Figure 1. Met1 routing (run 1).
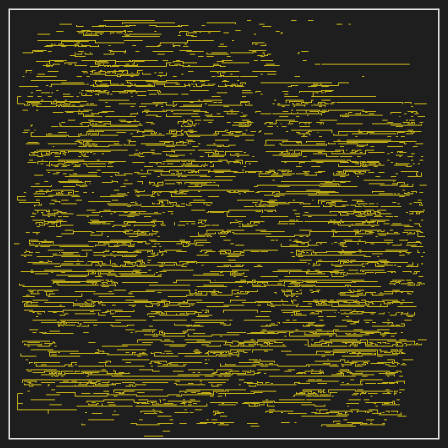
Figure 2. Routed clock nets over the placement (run 1).
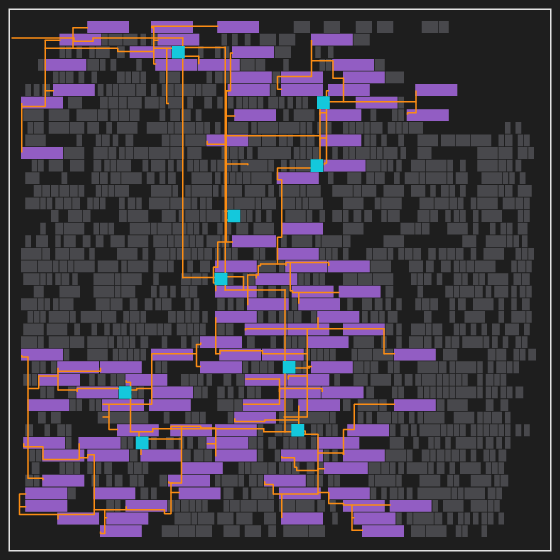
Figure 3. Routing congestion map (run 1).
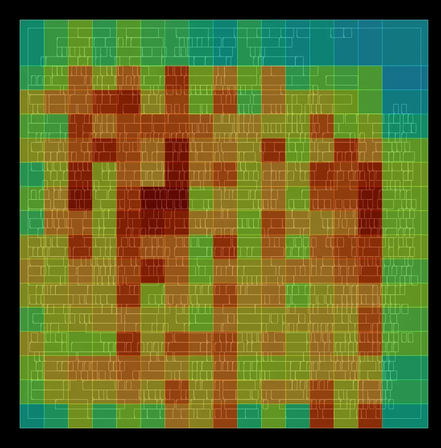
$ cat src/rtl/clk_div_pkg.sv
// clk_div_pkg: shared types and helpers for the multi-channel clock divider.
package clk_div_pkg;
  typedef enum logic [1:0] {IDLE, RUN, DRAIN} state_t;
  localparam int MIN_DIV = 2;
  function automatic logic [31:0] hi_len(input logic [31:0] d);
    return d - (d >> 1);
  endfunction
endpackage

$ cat src/rtl/clk_div_chan.sv
// clk_div_chan: one divider channel with run/drain FSM and a single pending-ratio slot.
module clk_div_chan
  import clk_div_pkg::*;
#(
  parameter int CNT_W       = 16,
  parameter int DEFAULT_DIV = 4
) (
  input  logic             clk,
  input  logic             reset,
  input  logic             en_i,
  input  logic             wr_i,
  input  logic [CNT_W-1:0] wr_div_i,
  output logic             pend_o,
  output logic             clk_d_o,
  output logic             tick_o,
  output logic             running_o
);
  state_t state_q, state_d;
  logic [CNT_W-1:0] cnt_q, cnt_d, div_q, div_d, pend_q, pend_d, hi;
  logic pv_q, pv_d, clk_d_q, clk_d_d, tick_q, tick_d, idle, wrap, apply;
  assign idle = state_q == IDLE;
  assign wrap = !idle && cnt_q == div_q - CNT_W'(1);
  // Ratio swaps only on a period boundary, so the waveform never shows a runt pulse.
  assign apply = pv_q && (wrap || idle);
  assign hi = CNT_W'(hi_len(32'(div_q)));
  assign pend_o = pv_q;
  assign clk_d_o = clk_d_q;
  assign tick_o = tick_q;
  assign running_o = !idle;
  always_comb begin
    div_d   = apply ? pend_q : div_q;
    pend_d  = wr_i ? wr_div_i : pend_q;
    pv_d    = apply ? 1'b0 : (wr_i | pv_q);
    state_d = state_q;
    cnt_d   = '0;
    clk_d_d = 1'b0;
    tick_d  = 1'b0;
    if (idle || wrap) begin
      state_d = en_i ? RUN : IDLE;
      clk_d_d = en_i;
      tick_d  = en_i;
    end else begin
      cnt_d   = cnt_q + CNT_W'(1);
      clk_d_d = cnt_d < hi;
      state_d = en_i ? RUN : DRAIN;
    end
  end
  always_ff @(posedge clk or posedge reset) begin
    if (reset) begin
      state_q <= IDLE;
      cnt_q   <= '0;
      div_q   <= CNT_W'(DEFAULT_DIV);
      pend_q  <= '0;
      pv_q    <= 1'b0;
      clk_d_q <= 1'b0;
      tick_q  <= 1'b0;
    end else begin
      state_q <= state_d;
      cnt_q   <= cnt_d;
      div_q   <= div_d;
      pend_q  <= pend_d;
      pv_q    <= pv_d;
      clk_d_q <= clk_d_d;
      tick_q  <= tick_d;
    end
  end
endmodule

$ cat src/rtl/clk_div_multi.sv
// clk_div_multi: NUM_CH programmable clock dividers sharing one ratio-config port.
module clk_div_multi
  import clk_div_pkg::*;
#(
  parameter int NUM_CH      = 2,
  parameter int CNT_W       = 16,
  parameter int DEFAULT_DIV = 4,
  localparam int CH_W       = NUM_CH > 1 ? $clog2(NUM_CH) : 1
) (
  input  logic              clk,
  input  logic              reset,
  input  logic [NUM_CH-1:0] en,
  input  logic              cfg_valid,
  output logic              cfg_ready,
  input  logic [CH_W-1:0]   cfg_ch,
  input  logic [CNT_W-1:0]  cfg_div,
  output logic              cfg_err,
  output logic [NUM_CH-1:0] clk_d,
  output logic [NUM_CH-1:0] tick,
  output logic [NUM_CH-1:0] running
);
  logic [NUM_CH-1:0] pend;
  logic ch_ok, div_ok, accept, err_q, err_d;
  assign ch_ok = int'(cfg_ch) < NUM_CH;
  assign div_ok = cfg_div >= CNT_W'(MIN_DIV);
  // Out-of-range channels are always accepted so the error can be reported.
  assign cfg_ready = ch_ok ? !pend[cfg_ch] : 1'b1;
  assign accept = cfg_valid & cfg_ready;
  assign err_d = accept & !(ch_ok & div_ok);
  assign cfg_err = err_q;
  for (genvar c = 0; c < NUM_CH; c++) begin : g_ch
    clk_div_chan #(.CNT_W(CNT_W), .DEFAULT_DIV(DEFAULT_DIV)) u_chan (
      .clk      (clk),
      .reset    (reset),
      .en_i     (en[c]),
      .wr_i     (accept & ch_ok & div_ok & (cfg_ch == CH_W'(c))),
      .wr_div_i (cfg_div),
      .pend_o   (pend[c]),
      .clk_d_o  (clk_d[c]),
      .tick_o   (tick[c]),
      .running_o(running[c])
    );
  end
  always_ff @(posedge clk or posedge reset) begin
    if (reset) err_q <= 1'b0;
    else err_q <= err_d;
  end
endmodule
$ cat config.mk
export PLATFORM = sky130hd
export DESIGN_NAME = clk_div_multi
export DESIGN_NICKNAME = d
export VERILOG_FILES = /design/src/rtl/clk_div_pkg.sv /design/src/rtl/clk_div_chan.sv /design/src/rtl/clk_div_multi.sv
export SDC_FILE = /design/constraint.sdc
export NUM_CORES = 1
export LEC_CHECK = 0
export ABC_AREA = 1
export CAP_MARGIN = 20
export CORE_MARGIN = 2
export CORE_UTILIZATION = 65
export CTS_BUF_LIST = sky130_fd_sc_hd__clkbuf_4
export CTS_CLUSTER_SIZE = 24
export DETAILED_ROUTE_END_ITERATION = 8
export PLACE_DENSITY = 0.85
export REMOVE_ABC_BUFFERS = 1
export SYNTH_ARGS = -nofsm -noshare
export SYNTH_HDL_FRONTEND = slang
export SYNTH_SLANG_ARGS = --single-unit
$ cat constraint.sdc
create_clock -name clk -period 8.47 [get_ports clk]
set_input_delay 1.694 -clock clk [delete_from_list [all_inputs] [get_ports clk]]
set_output_delay 1.694 -clock clk [all_outputs]
set_load 0.1 [all_outputs]
==> deck_impl_summary.md, run 1 <==
Implementation Results

Flow run
  • Max_cap viols: 0
  • Stage-log warning count: 61

Clock network
  • Cts repair resizes: 0
  • TritonCTS buffer count: 9
  • Clock Pin Slew Worst Setup and Hold Paths: 0.15 ns
  • Post CTS Setup Buffer Count: 0
  • Clk sinks: 107
  • CTS Buffer Depth: 2
  • Late-Pin Clk Latency: 0.48 ns
  • TritonCTS clock tree: done
  • # H-tree levels: 3

Layout
  • Nets: 1239
  • Most frequent logic cell in the layout: nand2_1
  • Fillers: 1081
  • ANT cells: 0
  • Layout Cells excl Fill: 1294
  • P&R area growth vs syn: 6.53%
  • Most frequent cells in the layout: 262 x nand2_1, 172 x inv_1, 105 x dfrtp_1, 98 x ha_1, 90 x nor2_1

Yosys
  • Fa+ha+maj area frac: 0.154
  • YS warnings: 0
  • Compound Share, Synth: 0.0851
  • Ys flops: 107
  • AND/OR/NAND/NOR Cells, Area Fraction: 0.251
  • Comb area leader: simple AND/OR/NAND/NOR gates
  • Distinct lib cells used: 37
  • Mapped cell area: 0.00823 sq mm
  • Area reported by Yosys stat: 0.00823 sq mm
  • Yosys Instances: 1102
  • XORs/XNORs by Area: 0.0830
  • Seq share, synth: 0.326
  • Top FF cell, synth: dfrtp_1
  • Avg Synthesized Cell Area: 7.47 sq um
  • Post-synth mux share: 0.00122

Routing
  • Router iterations before antenna repair: 5
  • Met2 wire length: 9.16 mm
  • DR iter-0 viols: 428
  • Routed vias/inst: 5.36
  • Post-route ant nets: 0
  • Metal3 WL: 572 um
  • Max Used Layer: met4
  • Wire length on met1: 7.87 mm

Global routing
  • Largest net degree at the start of global routing: 78
  • First-pass GRT wire length: 31.4 mm
  • Initial antenna violation count: 0
  • Total gr overflow: 0

Critical path
  • Crit Path Class: input port to output port
  • CP bufs+invs: 2
  • CP most frequent cell: clkdlybuf4s50_1
  • Crit path largest cell delay: 1.17 ns
  • Cell with the largest stage delay on the worst path: clkdlybuf4s50_1
  • Critical path cell sequence: clkdlybuf4s50_1 -> mux2i_1 -> clkdlybuf4s50_1
  • Worst path top cell family by delay: buffers and inverters
  • Crit path DAT: 3.62 ns

Placement
  • Routability cong.: 0.938
  • Detailed Place HPWL: 14.7 mm
  • Buffers on Ports: 29
  • # placed instances: 1277
  • Setup Slack @ Placement: 3.17 ns

Final timing
  • Hold Slack: 0.494 ns
  • Max-slew violation count: 0
  • Final Setup Violations: 0
  • Fmax: 188 MHz
  • Fin. Hold Viols: 0
  • Period utilisation layout: 0.628
  • Max_slew headroom: 0.340
  • Tmin final: 5.32 ns
  • Final setup margin: 3.15 ns
  • Setup TNS: 0 ns
  • Worst-Margin Slew: 0.987 ns

Power
  • Net Sw Frac: 0.512
  • Internal Power: 1570 uW
  • Power Density: 366 mW/mm^2
  • Gate power share: 0.660
  • Net Sw Power: 1650 uW
  • Peak supply drop: 0.000263 V
  • Leakage power: 0.00478 uW

Floorplan
  • Num rows: 41
  • Core region area: 0.0125 sq mm
  • Core Util at FP: 0.658
  • Die area: 0.0136 sq mm
  • Die Wd: 117 um
  • IO Pins: 30
  • Die Y: 117 um

Worst hold path
  • Worst Hold Class: flop to flop
  • Worst Hold Launch: g_ch[0].u_chan.div_q[2]$_DFFE_PP1P_

Status
  • Outcome: finished clean
About Figure 1:
main direction	horizontal
share of all routed wire	43%
longest straight run	56.1 um
wire length on this layer	7870 um
Routed WL: 18.3 mm
routed vias: 6937
GRT met1 Usage: 0.362

About Figure 2:
[purple] flip-flops | count: 107
[cyan] cells driving clock nets | count: 9
[orange] clock wires | length: 1160 um
routed clock nets	10
Worst Clk Skew: 0.0222 ns
clock power share: 0.095
Clk. pwr: 305 uW

About Figure 3:
met3 GRT Util: 0.0368
Avg WL per Cell: 14.1 um
met2 global-route usage: 0.521
post-route core utilization: 0.701

run 1: area by class of cell:
class                   count  area [sq um]  area share
flip-flops and latches    107          2680       0.306
multi-input cells         794          4730       0.539
clock buffers               9          67.6     0.00770
well taps                 172           215      0.0245
clock inverters             7           110      0.0126
inverters                 174           656      0.0748
repair buffers             31           313      0.0357
run 1: path summary, 6_finish.rpt:
kind,to,slack [ns],cells past startpoint
worst max-delay path,cfg_ready,3.15,3
worst min-delay path,g_ch[0].u_chan.div_q[2]$_DFFE_PP1P_,0.49,2
worst max register to register,g_ch[0].u_chan.clk_d_o$_DFF_PP0_,4.84,20
worst min register to register,g_ch[0].u_chan.div_q[2]$_DFFE_PP1P_,0.49,2
max in group asynchronous,g_ch[1].u_chan.cnt_q[0]$_DFF_PP0_,5.70,3
min in group asynchronous,g_ch[0].u_chan.cnt_q[8]$_DFF_PP0_,1.54,2
run 1: logic make-up after synthesis:
family,count (synthesis)
fa+ha+maj,100
mux,1
xor+xnor,78
buf+inv,201
flops,107
simple gates,486
compound gates,129
run 1: sequential cells by signal, summed over array words and instances (netlist names):
name                 cells
cfg_err                  1
g_ch.u_chan.clk_d_o      2
g_ch.u_chan.cnt_q       32
g_ch.u_chan.div_q       32
g_ch.u_chan.pend_o       2
g_ch.u_chan.pend_q      32
g_ch.u_chan.state_q      4
g_ch.u_chan.tick_o       2
run 1: cells in the mapped netlist, types with 4 or more instances:
cell | n | area, sq um
nor3_1 | 14 | 70.1
clkbuf_1 | 8 | 30.0
inv_1 | 173 | 649
nor2_1 | 90 | 338
dfrtp_1 | 105 | 2630
ha_1 | 98 | 1230
a21oi_1 | 54 | 270
o221ai_1 | 4 | 35.0
nand4_1 | 19 | 119
xor2_1 | 56 | 490
nor4_1 | 8 | 50.1
nand3_1 | 78 | 390
buf_2 | 7 | 35.0
buf_6 | 4 | 45.0
xnor2_1 | 22 | 193
nand2_1 | 262 | 983
o21ai_0 | 56 | 280
buf_4 | 8 | 60.1
run 1: power groups by stage:
stage	Clock (uW)	Combinational [uW]	Sequential (uW)
after floorplan	0	1670	747
after global routing	330	2470	804
final	305	2120	786
after detailed placement	0	2100	793
after global placement	0	2030	789
after CTS	310	2120	784
run 1: tightest hold or removal path, delay by kind of cell, from the launching register on:
kind | cells | cell delay (ns)
DFF | 1 | 0.41
and+or+nand+nor | 2 | 0.10
run 1: per-layer routing:
layer  vias to the layer above  global-route usage
li1                       3542                   -
met1                      3226               0.362
met2                       126               0.521
met3                        43              0.0368
met4                         0               0.122
met5                         -                   0
run 1: stage by stage:
stage | cell area (sq um) | power, uW | utilization
after floorplan | 8060 | 2420 | -
after global placement | 8580 | 2820 | 0.685
after detailed placement | 8580 | 2890 | 0.685
after CTS | 8760 | 3210 | 0.700
after global routing | 8770 | 3610 | 0.701
final | 8770 | 3210 | 0.701
==> run 2, diff against run 1 <==
--- a/config.mk
+++ b/config.mk
@@ -8,11 +8,11 @@
 export ABC_AREA = 1
 export CAP_MARGIN = 20
 export CORE_MARGIN = 2
-export CORE_UTILIZATION = 65
+export CORE_UTILIZATION = 64
 export CTS_BUF_LIST = sky130_fd_sc_hd__clkbuf_4
 export CTS_CLUSTER_SIZE = 24
 export DETAILED_ROUTE_END_ITERATION = 8
-export PLACE_DENSITY = 0.85
+export PLACE_DENSITY = 0.84
 export REMOVE_ABC_BUFFERS = 1
 export SYNTH_ARGS = -nofsm -noshare
 export SYNTH_HDL_FRONTEND = slang
==> constraint.sdc (replaced) <==
create_clock -name clk -period 5.5 [get_ports clk]
set_input_delay 1.1 -clock clk [delete_from_list [all_inputs] [get_ports clk]]
set_output_delay 1.1 -clock clk [all_outputs]
set_load 0.1 [all_outputs]
==> run 2 against run 1 <==
  * Area after synthesis unchanged
  * Clock power up about 40%
  * Register-to-register slack worse by 3.1 ns
  * Via count down 1.2%
  * Sequential power up about 50%
  * Die area up 1.5%
  * Non-clock buffer count up 1
  * Sequential share of layout area up 0.10 points
  * Flip-flop count unchanged
  * Routed wire length down 4.3%
  * Clock skew down 0.0050 ns
  * Utilization down 0.51 points
  * Critical path type unchanged
  * Largest cell class unchanged
  * Largest power group unchanged
==> deck_impl_summary.md, run 2 <==
Implementation Results

Routing
  • Routed WL: 17.5 mm (-4.3%)
  • Drt drc: 0
  • Routed vias/inst: 5.29 (-1.3%)
  • Routed vias: 6855 (-1.2%)
  • DR iter-0 viols: 407 (-4.9%)
  • Router iterations before antenna repair: 6 (+1)
  • Post-route ant nets: 0 (unchanged)
  • Avg WL per Cell: 13.5 um (-4.4%)

Layout
  • ANT cells: 0 (unchanged)
  • Logic area: 0.00473 sq mm (unchanged)
  • Most frequent logic cell in the layout: nand2_1
  • Top Registers: g_ch.u_chan.cnt_q x32, g_ch.u_chan.div_q x32, g_ch.u_chan.pend_q x32
  • Fillers: 1083 (+0.19%)
  • Most frequent cells in the layout: 262 x nand2_1, 172 x inv_1, 105 x dfrtp_1, 98 x ha_1, 90 x nor2_1
  • Register area: 0.00268 sq mm (unchanged)
  • P&R area growth vs syn: 6.19%
  • Nets: 1240 (+0.081%)
  • Share of layout cells above drive strength 1: 0.0321

Critical path
  • Crit Path Max Fanout: 3
  • Crit end category: output port
  • Worst path top cell family by delay: buffers and inverters
  • Critical path startpoint category: input port
  • CP most frequent cell: clkdlybuf4s50_1
  • CP bufs+invs: 2 (unchanged)
  • Worst Path Required: 4.40 ns
  • Critical path cell sequence: clkdlybuf4s50_1 -> mux2i_1 -> clkdlybuf4s50_1
  • Crit path largest cell delay: 1.16 ns (about the same)
  • Crit path DAT: 3.02 ns (-0.60 ns)
  • Crit Path Class: input port to output port
  • Cell with the largest stage delay on the worst path: clkdlybuf4s50_1

Yosys
  • Distinct lib cells used: 37 (unchanged)
  • Top FF cell, synth: dfrtp_1
  • Gate count of the mapped netlist: 1102
  • Avg Synthesized Cell Area: 7.47 sq um (unchanged)
  • Top cells by count: 262 x nand2_1, 173 x inv_1, 105 x dfrtp_1, 98 x ha_1, 90 x nor2_1
  • Area reported by Yosys stat: 0.00823 sq mm (unchanged)
  • Count leader, synth: nand2_1
  • YS warnings: 0 (unchanged)
  • Yosys Instances: 1102 (unchanged)
  • Largest area contributor in the netlist: dfrtp_1
  • Ys flops: 107 (unchanged)
  • EDFF count, synth: 0
  • Post-synth area hogs: dfrtp_1 32%, ha_1 15%, nand2_1 12%
  • Top cell area share: 0.319 (unchanged)
  • Async S/R FF share, synth: 1.00
  • Seq share, synth: 0.326 (unchanged)
  • Mapped cell area: 0.00823 sq mm (unchanged)

Global routing
  • Total gr overflow: 0 (unchanged)
  • Initial antenna violation count: 0 (unchanged)
  • Met2 global-route usage: 0.477 (-0.0443)
  • GRT met1 Usage: 0.321 (-0.0416)
  • Largest net degree at the start of global routing: 75 (-3.8%)
  • Global route hottest layer: met2
  • First-pass GRT wire length: 29.9 mm (-5.0%)
  • Vias in the first global route: 6738

Power
  • Design Power: 4880 uW (+52%)
  • Peak supply drop: 0.000290 V (+10%)
  • Leakage power: 0.00477 uW (-0.37%)
  • Power Density: 559 mW/mm^2 (+52%)

Final timing
  • Worst Clk Skew: 0.0172 ns (-0.00500 ns)
  • Max_slew headroom: 0.334 (-0.00582)
  • Setup TNS: 0 ns (unchanged)
  • Period utilisation layout: 0.749
  • Final Setup Violations: 0 (unchanged)
  • Max-slew violation count: 0 (unchanged)
  • Fmax: 243 MHz
  • Tmin final: 4.12 ns
  • Fin. Hold Viols: 0 (unchanged)
  • Worst-Margin Slew: 0.996 ns (+0.00849 ns)
  • RSZ-0062 raised after global routing: no

Flow run
  • Stage-log warning count: 61 (unchanged)
  • Max_cap viols: 0 (unchanged)

Clock network
  • TritonCTS buffer count: 9 (unchanged)
  • # H-tree levels: 3 (unchanged)
  • Clock Pin Slew Worst Setup and Hold Paths: 0.16 ns (about the same)
  • Post CTS Setup Buffer Count: 0 (unchanged)
  • Clock Tree Root: clkbuf_4
  • Clk sinks: 107 (unchanged)
  • Cts repair resizes: 0 (unchanged)
  • CTS Buffer Depth: 2 (unchanged)
  • Late-Pin Clk Latency: 0.47 ns (about the same)
  • TritonCTS clock tree: done
  • Hold Buf Count CTS: 0

Floorplan
  • Die area: 0.0138 sq mm (+1.5%)
  • Num rows: 41 (unchanged)
  • Die Wd: 117 um (+0.75%)
  • Core Util at FP: 0.655 (-0.00268)
  • IO Pins: 30 (unchanged)
  • Die Y: 117 um (+0.75%)
  • Core region area: 0.0126 sq mm (+0.41%)

Status
  • Outcome: finished clean

Placement
  • Detailed Place HPWL: 14.0 mm (-4.7%)
  • Routability cong.: 0.967 (+3.1%)
  • Buffers on Ports: 29 (unchanged)

Worst hold path
  • Worst Hold Class: flop to flop
[run 2: cell count changes in the layout (fill, tap and decap cells not counted)]
cell / delta
buf_8: -1
clkbuf_4: +1
bufinv_16: -1
clkinv_2: -1
clkinvlp_4: +2
clkinv_8: -1
buf_4: +2
[run 2: cells by family (layout without fill, tap and decap cells)]
family,after synthesis,count (layout),share of synthesized area
fa+ha+maj,100,100,0.154
flops,107,107,0.326
compound gates,129,129,0.0851
mux,1,1,0.00122
buf+inv,201,222,0.100
xor+xnor,78,78,0.0830
simple gates,486,486,0.251
[run 2: report_power, final]
part	switching [uW]	internal (uW)	total, uW
clock	276	150	426
sequential	203	972	1180
combinational	2030	1260	3280
[run 2: worst reg2reg max path: cells and delay by family (launching register included)]
| family | cells | cell delay (ns) |
|---|---|---|
| compound gates | 6 | 1.38 |
| xor+xnor | 1 | 0.19 |
| fa+ha+maj | 2 | 0.64 |
| buf+inv | 1 | 0.13 |
| flops | 1 | 0.61 |
| simple gates | 10 | 0.75 |
[run 2: final cells by class]
| class | count | area share |
|---|---|---|
| Inverter | 174 | 0.0750 |
| Clock buffer | 10 | 0.00859 |
| Clock inverter | 6 | 0.00844 |
| Sequential cell | 107 | 0.307 |
| Tap cell | 172 | 0.0246 |
| Multi-Input combinational cell | 794 | 0.541 |
| Timing Repair Buffer | 32 | 0.0358 |
[run 2: worst paths after layout]
path	depth (start not counted)	endpoint	slack [ns]	startpoint
max in group asynchronous	3	g_ch[0].u_chan.pend_q[12]$_DFFE_PP0P_	3.41	reset
min in group asynchronous	2	g_ch[1].u_chan.cnt_q[10]$_DFF_PP0_	1.13	reset
hold reg to reg	2	g_ch[0].u_chan.div_q[2]$_DFFE_PP1P_	0.50	g_ch[0].u_chan.div_q[2]$_DFFE_PP1P_
setup / recovery	3	cfg_ready	1.38	cfg_ch
hold / removal	2	g_ch[0].u_chan.div_q[2]$_DFFE_PP1P_	0.50	g_ch[0].u_chan.div_q[2]$_DFFE_PP1P_
setup reg to reg	20	g_ch[1].u_chan.clk_d_o$_DFF_PP0_	1.78	g_ch[1].u_chan.div_q[2]$_DFFE_PP1P_
[run 2: metrics by stage]
stage | util | cells | hold WS (ns) | instance area, sq um | worst slack (ns)
4_1_cts | 0.696 | 1295 | 0.496 | 8740 | 1.39
6_report | 0.696 | 1295 | 0.495 | 8740 | 1.38
5_1_grt | 0.696 | 1295 | 0.521 | 8740 | 1.34
2_1_floorplan | - | 1075 | 0.454 | 8060 | 1.54
3_3_place_gp | 0.684 | 1279 | 0.465 | 8590 | 1.40
3_5_place_dp | 0.684 | 1279 | 0.473 | 8590 | 1.39
[run 2: per-layer routing]
metal | part of all wire | wire (um)
met3 | 0.023 | 395
met2 | 0.50 | 8780
met1 | 0.44 | 7720
met4 | 0.034 | 590
met5 | 0 | 0
Figure 4. Routing congestion map (run 2).
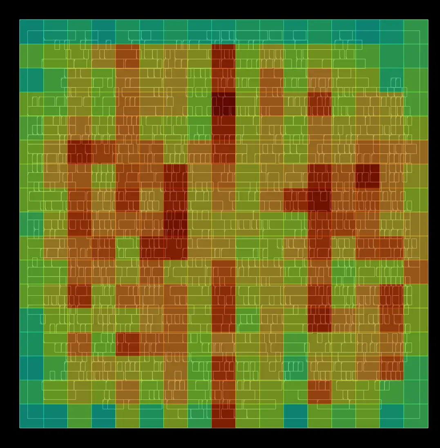
GRT Total Usage: 0.263
met3 GRT Util: 0.0224

==> run 3, diff against run 2 <==
--- a/config.mk
+++ b/config.mk
@@ -8,11 +8,11 @@
 export ABC_AREA = 1
 export CAP_MARGIN = 20
 export CORE_MARGIN = 2
-export CORE_UTILIZATION = 64
+export CORE_UTILIZATION = 58
 export CTS_BUF_LIST = sky130_fd_sc_hd__clkbuf_4
 export CTS_CLUSTER_SIZE = 24
 export DETAILED_ROUTE_END_ITERATION = 8
-export PLACE_DENSITY = 0.84
+export PLACE_DENSITY = 0.8
 export REMOVE_ABC_BUFFERS = 1
 export SYNTH_ARGS = -nofsm -noshare
 export SYNTH_HDL_FRONTEND = slang
==> constraint.sdc (replaced) <==
create_clock -name clk -period 3.4 [get_ports clk]
set_input_delay 0.68 -clock clk [delete_from_list [all_inputs] [get_ports clk]]
set_output_delay 0.68 -clock clk [all_outputs]
set_load 0.1 [all_outputs]
==> run 3 against run 2 <==
  * Non-clock buffer count grew 12
  * Largest cell class unchanged
  * Largest power group unchanged
  * Die area increased by 10%
  * Register-to-register slack worse by 1.6 ns
==> deck_impl_summary.md, run 3 <==
Implementation Results

Status
  • Outcome: finished clean

Flow run
  • Stage-log warning count: 61 (unchanged)
  • Max_cap viols: 0 (unchanged)

Layout
  • ANT cells: 0 (unchanged)
  • Most frequent logic cell in the layout: nand2_1
  • Final instance area: 0.00891 sq mm (+1.9%)
  • Top Registers: g_ch.u_chan.cnt_q x32, g_ch.u_chan.div_q x32, g_ch.u_chan.pend_q x32
  • P&R area growth vs syn: 8.19%
  • Nets: 1252 (+0.97%)
  • Most frequent cells in the layout: 262 x nand2_1, 171 x inv_1, 105 x dfrtp_1, 97 x ha_1, 90 x nor2_1
  • Share of layout cells above drive strength 1: 0.0520 (+0.0199)
  • Post-route core utilization: 0.642 (-0.0539)

Yosys
  • Count leader, synth: nand2_1
  • Comb area leader: simple AND/OR/NAND/NOR gates
  • Distinct lib cells used: 37 (unchanged)
  • Ys flops: 107 (unchanged)
  • Area reported by Yosys stat: 0.00823 sq mm (unchanged)
  • Largest area contributor in the netlist: dfrtp_1
  • EDFF count, synth: 0 (unchanged)
  • AND/OR/NAND/NOR Cells, Area Fraction: 0.251 (unchanged)
  • Avg Synthesized Cell Area: 7.47 sq um (unchanged)
  • Post-synth mux share: 0.00122 (unchanged)
  • Yosys Instances: 1102 (unchanged)
  • Compound Share, Synth: 0.0851 (unchanged)
  • YS warnings: 0 (unchanged)
  • Fa+ha+maj area frac: 0.154 (unchanged)
  • Top FF cell, synth: dfrtp_1
  • Post-synth area hogs: dfrtp_1 32%, ha_1 15%, nand2_1 12%
  • Top cell area share: 0.319 (unchanged)
  • Seq share, synth: 0.326 (unchanged)
  • Top cells by count: 262 x nand2_1, 173 x inv_1, 105 x dfrtp_1, 98 x ha_1, 90 x nor2_1
  • Gate count of the mapped netlist: 1102 (unchanged)
  • XORs/XNORs by Area: 0.0830 (unchanged)
  • Async S/R FF share, synth: 1.00 (unchanged)
  • Mapped cell area: 0.00823 sq mm (unchanged)

Critical path
  • Crit path largest cell delay: 0.60 ns (-0.56 ns)
  • Crit path DAT: 3.61 ns (+0.59 ns)
  • Crit Path Class: flop to flop
  • Cell with the largest stage delay on the worst path: dfstp_2
  • Crit Path Max Fanout: 5 (+2)
  • Critical path startpoint category: flop
  • Crit end category: flop
  • Worst Path Required: 3.83 ns (-0.57 ns)
  • CP most frequent cell: nand2_1
  • Critical path cell sequence: clkinvlp_4 -> buf_4 -> fa_2 -> nand3_1 -> nand2_1 -> nand2_1 -> nand2_1 -> a21oi_2 -> o21ai_1 -> a21oi_1 -> xor2_1 -> ha_1 -> nand4_1 -> o221ai_1 -> a21oi_1 -> nand2_1 -> nand2_1

Final timing
  • Worst-Margin Slew: 0.966 ns (-0.0295 ns)
  • Fin. Hold Viols: 0 (unchanged)
  • Fmax: 314 MHz
  • Max_slew headroom: 0.354 (+0.0196)
  • Worst Clk Skew: 0.0210 ns (+0.00385 ns)
  • Final Setup Violations: 0 (unchanged)
  • Setup TNS: 0 ns (unchanged)
  • Tmin final: 3.18 ns
  • Max-slew violation count: 0 (unchanged)
  • Period utilisation layout: 0.936

Routing
  • Post-route ant nets: 0 (unchanged)
  • Max Used Layer: met4
  • Routed vias/inst: 5.23 (-1.2%)
  • Metal3 WL: 524 um (+33%)
  • DR iter-0 viols: 376 (-7.6%)
  • Routed vias: 6875 (+0.29%)
  • Drt drc: 0 (unchanged)
  • Router iterations before antenna repair: 6 (unchanged)
  • Avg WL per Cell: 13.7 um (+1.2%)
  • Wire length on met1: 8.03 mm (+4.1%)
  • Met2 wire length: 8.83 mm (+0.55%)
  • Routed WL: 18.0 mm (+2.8%)

Worst hold path
  • Worst Hold Class: input port to async pin

Clock network
  • TritonCTS buffer count: 9 (unchanged)
  • Clock Tree Root: clkbuf_4
  • TritonCTS clock tree: done
  • Clock Pin Slew Worst Setup and Hold Paths: 0.17 ns (about the same)
  • Hold Buf Count CTS: 0 (unchanged)
  • CTS Buffer Depth: 2 (unchanged)
  • # H-tree levels: 3 (unchanged)
  • Clk sinks: 107 (unchanged)
  • Late-Pin Clk Latency: 0.48 ns (about the same)

Floorplan
  • Core region area: 0.0139 sq mm (+10%)
  • Core Util at FP: 0.593 (-0.0619)
  • IO Pins: 30 (unchanged)
  • Num rows: 43 (+4.9%)
  • Die Y: 123 um (+4.9%)
  • Die Wd: 123 um (+4.9%)
  • Die area: 0.0152 sq mm (+10%)

Power
  • Peak supply drop: 0.000373 V (+29%)
  • Leakage power: 0.00483 uW (+1.4%)
  • Design Power: 8140 uW (+67%)
  • Power Density: 914 mW/mm^2 (+64%)

Placement
  • Routability cong.: 0.947 (-2.1%)
  • Dpl cell area: 0.00868 sq mm (+0.99%)
  • Buffers on Ports: 29 (unchanged)
  • Detailed Place HPWL: 14.5 mm (+3.5%)

Global routing
  • Initial antenna violation count: 0 (unchanged)
  • First-pass GRT wire length: 29.8 mm (-0.23%)
  • Largest net degree at the start of global routing: 66 (-12%)
  • Total gr overflow: 0 (unchanged)
  • GRT Total Usage: 0.250 (-0.0133)
  • Vias in the first global route: 6642 (-1.4%)
run 3: layout make-up:
type,instances,area [sq um]
fillers,1190,4970
multi-input cells,794,4780
flip-flops and latches,107,2680
inverters,174,659
repair buffers,44,425
well taps,180,225
clock inverters,7,73.8
clock buffers,9,67.6
run 3: worst paths after layout:
| kind | start | end | slack (ns) | cells past startpoint |
|---|---|---|---|---|
| setup / recovery | g_ch[0].u_chan.div_q[2]$_DFFE_PP1P_ | g_ch[0].u_chan.clk_d_o$_DFF_PP0_ | 0.22 | 17 |
| hold / removal | reset | g_ch[1].u_chan.state_q[0]$_DFF_PP0_ | 0.45 | 2 |
| setup reg to reg | g_ch[0].u_chan.div_q[2]$_DFFE_PP1P_ | g_ch[0].u_chan.clk_d_o$_DFF_PP0_ | 0.22 | 17 |
| hold reg to reg | g_ch[1].u_chan.pend_q[10]$_DFFE_PP0P_ | g_ch[1].u_chan.pend_q[10]$_DFFE_PP0P_ | 0.50 | 2 |
| max in group asynchronous | reset | g_ch[0].u_chan.div_q[2]$_DFFE_PP1P_ | 2.31 | 3 |
| min in group clk | g_ch[1].u_chan.pend_q[10]$_DFFE_PP0P_ | g_ch[1].u_chan.pend_q[10]$_DFFE_PP0P_ | 0.50 | 2 |
run 3: power by group:
part | total, uW | switching [uW] | internal, uW
registers | 1900 | 326 | 1570
logic | 5580 | 3410 | 2170
clock network | 658 | 430 | 228
total | 8140 | 4170 | 3970
run 3: kinds of logic after synthesis:
group,after synthesis
compound gates,129
xor+xnor,78
fa+ha+maj,100
buf+inv,201
flops,107
mux,1
simple gates,486
run 3: stage by stage:
step	hold WS, ns	std cells	worst slack (ns)
finish	0.454	1315	0.218
global route	0.443	1315	-0.00347
CTS	0.434	1310	0.0217
detailed placement	0.473	1294	-0.0152
global placement	0.466	1294	0.0442
floorplan	0.454	1075	-0.139
run 3: worst max-delay path, delay by kind of cell (launching register included):
kind                     cells  cell delay, ns
buffers and inverters        2            0.32
AND-OR/OR-AND                5            0.78
flip-flops                   1            0.60
XOR/XNOR                     1            0.21
AND/OR/NAND/NOR              7            0.59
adder cells (fa/ha/maj)      2            0.64
run 3: what timing repair did:
item,in CTS,in global routing
pin swaps,0,6
setup endpoints to repair,1,2
gates resized,1,15
gates cloned,0,0
setup buffers,0,5
run 3: per-layer routing:
metal,track usage,vias up
li1,-,3565
met1,0.312,3165
met2,0.438,109
met3,0.0268,36
met4,0.105,0
met5,0,-
Figure 5. Met1 routing (run 3).
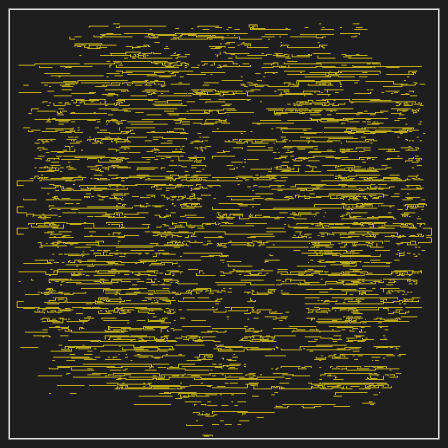
share of all routed wire	45%
nets with wire on the layer	1163
main direction	horizontal
longest straight run	33.3 um
wire length on this layer	8030 um

No activity file was given, so power comes from the tool's default toggle rates.
